==> images/power_grid.png <==
The bar under the picture is 50 um long. Pins as bars on the die edge.
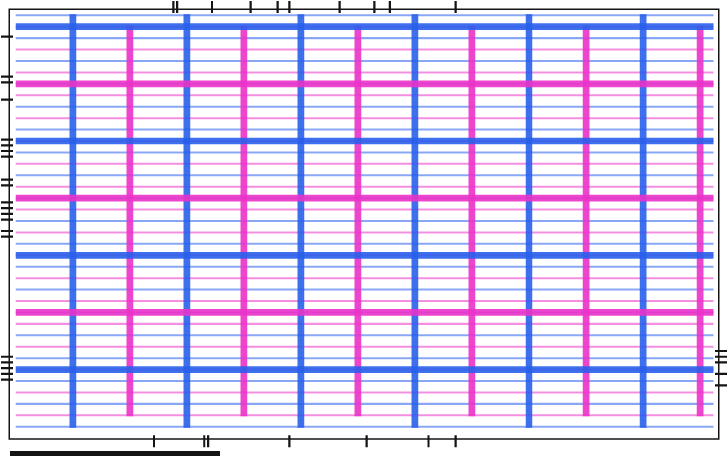
==> images/placement_by_type.png <==
The bar under the picture is 50 um long.
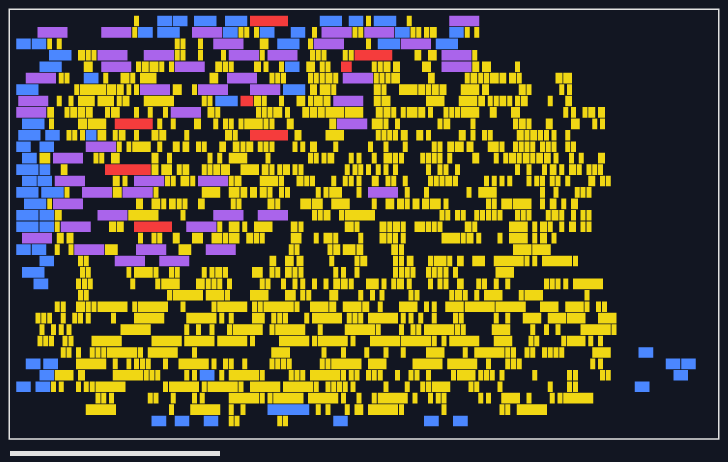
==> images/clk_routes.png <==
The bar under the picture is 50 um long.
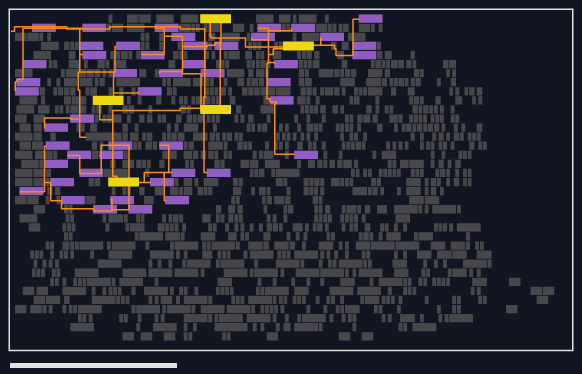
==> images/wires.png <==
Two of the layers only.
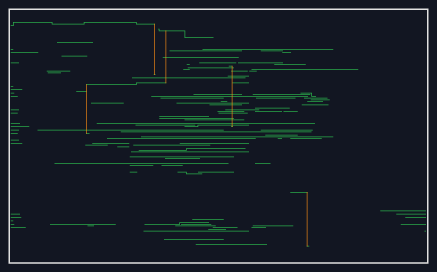
## config.mk

```make
export PLATFORM = sky130hd
export DESIGN_NAME = dot_product_accumulator
export DESIGN_NICKNAME = d
export VERILOG_FILES = /design/src/rtl/dot_product_accumulator.sv
export SDC_FILE = /design/constraint.sdc
export NUM_CORES = 1
export LEC_CHECK = 0
export ABC_AREA = 1
export CAP_MARGIN = 40
export CORE_ASPECT_RATIO = 0.6
export CORE_UTILIZATION = 39
export DETAILED_ROUTE_END_ITERATION = 8
export GPL_ROUTABILITY_DRIVEN = 0
export SLEW_MARGIN = 20
export SYNTH_ARGS = -nofsm -noshare
export SYNTH_HDL_FRONTEND = slang
export SYNTH_SLANG_ARGS = --single-unit
```

## constraint.sdc

```tcl
create_clock -name clk -period 19.1 [get_ports clk]
set_input_delay 3.82 -clock clk [delete_from_list [all_inputs] [get_ports clk]]
set_output_delay 3.82 -clock clk [all_outputs]
set_load 0.1 [all_outputs]
```

## src/rtl/dot_product_accumulator.sv

```systemverilog
// dot_product_accumulator
//   Consumes a stream of signed operand pairs (a_i, b_i), accumulates
//   VEC_LEN products into one signed dot-product result and flags any
//   signed overflow of the ACC_W-bit accumulator (sticky per vector).
//
//   Optional build macro: DOT_ACC_SATURATE_EN
//     defined   -> on a step overflow the accumulator clamps to the signed
//                  max/min of ACC_W bits and later steps continue from it.
//     undefined -> the accumulator wraps modulo 2^ACC_W.
//     out_ovf is reported identically in both builds.
//
//   Ports:
//     clk        rising-edge clock
//     rst        synchronous active-high reset
//     in_valid   operand pair valid
//     in_ready   block can accept a pair (state-derived, 0 while a result
//                is pending)
//     in_a,in_b  signed operands, DATA_W bits
//     out_valid  result valid
//     out_ready  consumer accepts the result
//     out_data   signed dot product, ACC_W bits (held after out_valid drops)
//     out_ovf    accumulation overflowed the ACC_W signed range
module dot_product_accumulator #(
    parameter int DATA_W  = 8,
    parameter int VEC_LEN = 4,
    parameter int ACC_W   = 20
) (
    input  logic                     clk,
    input  logic                     rst,
    input  logic                     in_valid,
    output logic                     in_ready,
    input  logic signed [DATA_W-1:0] in_a,
    input  logic signed [DATA_W-1:0] in_b,
    output logic                     out_valid,
    input  logic                     out_ready,
    output logic        [ACC_W-1:0]  out_data,
    output logic                     out_ovf
);

    generate
        if (ACC_W < 2 * DATA_W) begin : g_bad_acc_w
            $error("dot_product_accumulator: ACC_W must be >= 2*DATA_W");
        end
        if (VEC_LEN < 1) begin : g_bad_vec_len
            $error("dot_product_accumulator: VEC_LEN must be >= 1");
        end
    endgenerate

    localparam int                CNT_W   = $clog2(VEC_LEN + 1);
    localparam logic [CNT_W-1:0]  LAST    = CNT_W'(VEC_LEN);
    localparam logic [ACC_W-1:0]  POS_MAX = {1'b0, {(ACC_W-1){1'b1}}};
    localparam logic [ACC_W-1:0]  NEG_MAX = {1'b1, {(ACC_W-1){1'b0}}};

    typedef enum logic [1:0] {
        IDLE  = 2'd0,
        ACCUM = 2'd1,
        DONE  = 2'd2
    } state_t;

    state_t             state_q, state_d;
    logic [CNT_W-1:0]   count_q, count_d;
    logic [ACC_W-1:0]   acc_q, acc_d;
    logic               ovf_q, ovf_d;
    logic               out_valid_q, out_valid_d;
    logic [ACC_W-1:0]   out_data_q, out_data_d;
    logic               out_ovf_q, out_ovf_d;

    logic signed [2*DATA_W-1:0] prod;
    logic        [ACC_W:0]      p_ext;
    logic        [ACC_W:0]      sum;
    logic                       step_ovf;
    logic        [ACC_W-1:0]    step_acc;
    logic                       in_fire;

    // Product and one extra guard bit so overflow shows up as a mismatch
    // between the two top bits of the sum.
    always_comb begin
        prod     = in_a * in_b;
        p_ext    = {{(ACC_W + 1 - 2 * DATA_W){prod[2*DATA_W-1]}}, prod};
        sum      = {acc_q[ACC_W-1], acc_q} + p_ext;
        step_ovf = sum[ACC_W] != sum[ACC_W-1];
`ifdef DOT_ACC_SATURATE_EN
        // sum[ACC_W] is the true sign of the unbounded result.
        step_acc = step_ovf ? (sum[ACC_W] ? NEG_MAX : POS_MAX) : sum[ACC_W-1:0];
`else
        step_acc = sum[ACC_W-1:0];
`endif
    end

    // No path from out_ready: ready depends on state alone.
    assign in_ready = (state_q != DONE);
    assign in_fire  = in_valid && in_ready;

    always_comb begin
        state_d     = state_q;
        count_d     = count_q;
        acc_d       = acc_q;
        ovf_d       = ovf_q;
        out_valid_d = out_valid_q;
        out_data_d  = out_data_q;
        out_ovf_d   = out_ovf_q;

        case (state_q)
            IDLE: begin
                if (in_fire) begin
                    // First product always fits since ACC_W >= 2*DATA_W.
                    acc_d   = p_ext[ACC_W-1:0];
                    ovf_d   = 1'b0;
                    count_d = CNT_W'(1);
                    state_d = ACCUM;
                end
            end
            ACCUM: begin
                if (in_fire) begin
                    acc_d   = step_acc;
                    ovf_d   = ovf_q | step_ovf;
                    count_d = count_q + CNT_W'(1);
                end
            end
            DONE: begin
                if (out_ready) begin
                    out_valid_d = 1'b0;
                    count_d     = '0;
                    state_d     = IDLE;
                end
            end
            default: state_d = IDLE;
        endcase

        // Last element accepted: publish the registered result next cycle.
        if (in_fire && count_d == LAST) begin
            state_d     = DONE;
            out_valid_d = 1'b1;
            out_data_d  = acc_d;
            out_ovf_d   = ovf_d;
        end
    end

    always_ff @(posedge clk) begin
        if (rst) begin
            state_q     <= IDLE;
            count_q     <= '0;
            acc_q       <= '0;
            ovf_q       <= 1'b0;
            out_valid_q <= 1'b0;
            out_data_q  <= '0;
            out_ovf_q   <= 1'b0;
        end else begin
            state_q     <= state_d;
            count_q     <= count_d;
            acc_q       <= acc_d;
            ovf_q       <= ovf_d;
            out_valid_q <= out_valid_d;
            out_data_q  <= out_data_d;
            out_ovf_q   <= out_ovf_d;
        end
    end

    assign out_valid = out_valid_q;
    assign out_data  = out_data_q;
    assign out_ovf   = out_ovf_q;

endmodule

```

==> results.json <==
{
  "maxPowerGroup": "combinational logic",
  "pwr-share-seq_pct": 9.9,
  "ys_sh_xor_pct": 0.810,
  "antenna_found_initial": 0,
  "fp.dieH_um": 102,
  "cts.path.max_buffers": 2,
  "ys_sh_aoi_pct": 8.12,
  "p_leak_nw": 4.34,
  "switching_power_w": 0.000783,
  "status": "completed",
  "routed_wl_mm": 18.3,
  "ir_worst_vdd_mv": 0.0751,
  "comb_area_um2": 4440,
  "setup_tns_ps": 0,
  "ys_ff": 48,
  "drt_iter0_markers": 402,
  "setup_violations": 0,
  "fp.dieW_um": 168,
  "clockRootBuffer": "clkbuf_16",
  "viasPerCell": 4.78,
  "min_path_type": "reg -> reg",
  "p_clk_share_pct": 7.9,
  "hold_viol": 0,
  "rsz0062_at_grt": "false",
  "min_period_ps": 9820,
  "wl_per_cell_um": 14.0,
  "top_cell_area_share_pct": 17.9,
  "portBuffers": 42,
  "dieArea_um2": 17200,
  "edf_count": 0,
  "p_per_area_nw_per_um2": 173,
  "arrival_ps": 10010,
  "lay_top_count": "nand2_1",
  "r2r-start": "state_q[1]",
  "ys.flop_type": "dfxtp_1",
  "max_slew.worst_pin.slew_ps": 883,
  "layout.nets": 1204,
  "use_met3_pct": 5.77,
  "grt_busiest_layer": "met1",
  "cpMaxStageDelayCell": "clkdlybuf4s50_1",
  "buffers_excl_clock": 67,
  "wl_met3_mm": 2.03,
  "max_freq_mhz": 102,
  "slew_headroom_pct": 41.0,
  "ant_nets": 0,
  "coreArea_um2": 16300,
  "clkbuf_count": 5,
  "tap_cells": 228,
  "dr_wl_met2_mm": 6.43,
  "crit_top_cell": "nand2_1",
  "p_comb_share_pct": 82.2,
  "synthAdderAreaFrac_pct": 27.3,
  "cp-endpoint": "out_ovf",
  "syn_inst": 1030,
  "fp_nets": 1158,
  "ys_seq_share_pct": 14.8,
  "ys_sh_simple_pct": 32.2,
  "min_to": "out_data[11]",
  "sh_seq_area_pct": 12.7,
  "post-route-period-util_pct": 51.4,
  "num_vias": 6236,
  "syn_area_per_cell_um2": 6.30,
  "hpwl_mm": 15.4,
  "finalMaxSlewViolations": 0,
  "clk_latency_ps": 300,
  "synthToLayoutAreaGrowth_pct": 17.0,
  "fp-utilization_pct": 39.9,
  "crit_fanout": 8,
  "skew_ps": 5.82,
  "powerClk_w": 0.000104,
  "use_met2_pct": 30.2,
  "cts_sinks": 48,
  "cap_violations": 0,
  "p_int_w": 0.000530,
  "sw_frac_of_total_pct": 59.7,
  "flops": 48,
  "muxShareOfSynthArea_pct": 0,
  "regArea_um2": 961,
  "post-cts-setup-buffers": 0,
  "synthTopCellsByCount": "nand2_1, inv_1, nor2_1",
  "min_from": "out_data[11]",
  "netlist.top_cell.by_area": "nand2_1",
  "ys_async_sr_fraction_pct": 0,
  "grt_usage_pct": 22.6
}
Back to the opening pictures, power_grid.png:
VDD -> magenta
VSS -> blue
signal pins = 43
met5 straps = 7
met1 rails = 37
rows = 36
met4 straps = 12

Back to the opening pictures, placement_by_type.png:
clock drivers and dummy loads -> red  # cells 8, share of their area 2.3%
combinational and other logic -> yellow  # cells 954, share of their area 74%
sequential cells -> purple  # cells 48, share of their area 13%
remaining buffers and delay cells -> blue  # cells 67, share of their area 11%

Back to the opening pictures, clk_routes.png:
clock wires -> orange  # length 692 um
clock drivers -> yellow  # count 5
flip-flops -> purple  # count 48
routed clock nets = 6

Back to the opening pictures, wires.png:
metal 4 -> orange  # wire length 107 um
metal 3 -> green  # wire length 2030 um

critical path, delay by kind of cell:
family          cells  cell delay (ps)
compound gates      1              110
fa+ha+maj           6             2970
buf+inv             6              990
simple gates       18             2100
stage by stage:
step / utilization (%) / instance area [um2] / setup slack, ps / instances / total power [W]
2_1_floorplan: - / 6490 / 10140 / 1030 / 0.000907
3_3_place_gp: 43.4 / 7060 / 9060 / 1274 / 0.00117
3_5_place_dp: 45.6 / 7420 / 9030 / 1297 / 0.00117
4_1_cts: 46.7 / 7590 / 9320 / 1305 / 0.00128
5_1_grt: 46.7 / 7590 / 8720 / 1305 / 0.00146
6_report: 46.7 / 7590 / 9280 / 1305 / 0.00131
logic make-up after synthesis:
kind of cell,count (synthesis)
compound gates,94
fa+ha+maj,108
simple gates,495
xor+xnor,6
buf+inv,279
flops,48
Power figures rest on the tool's default switching activity, not on a simulated workload.
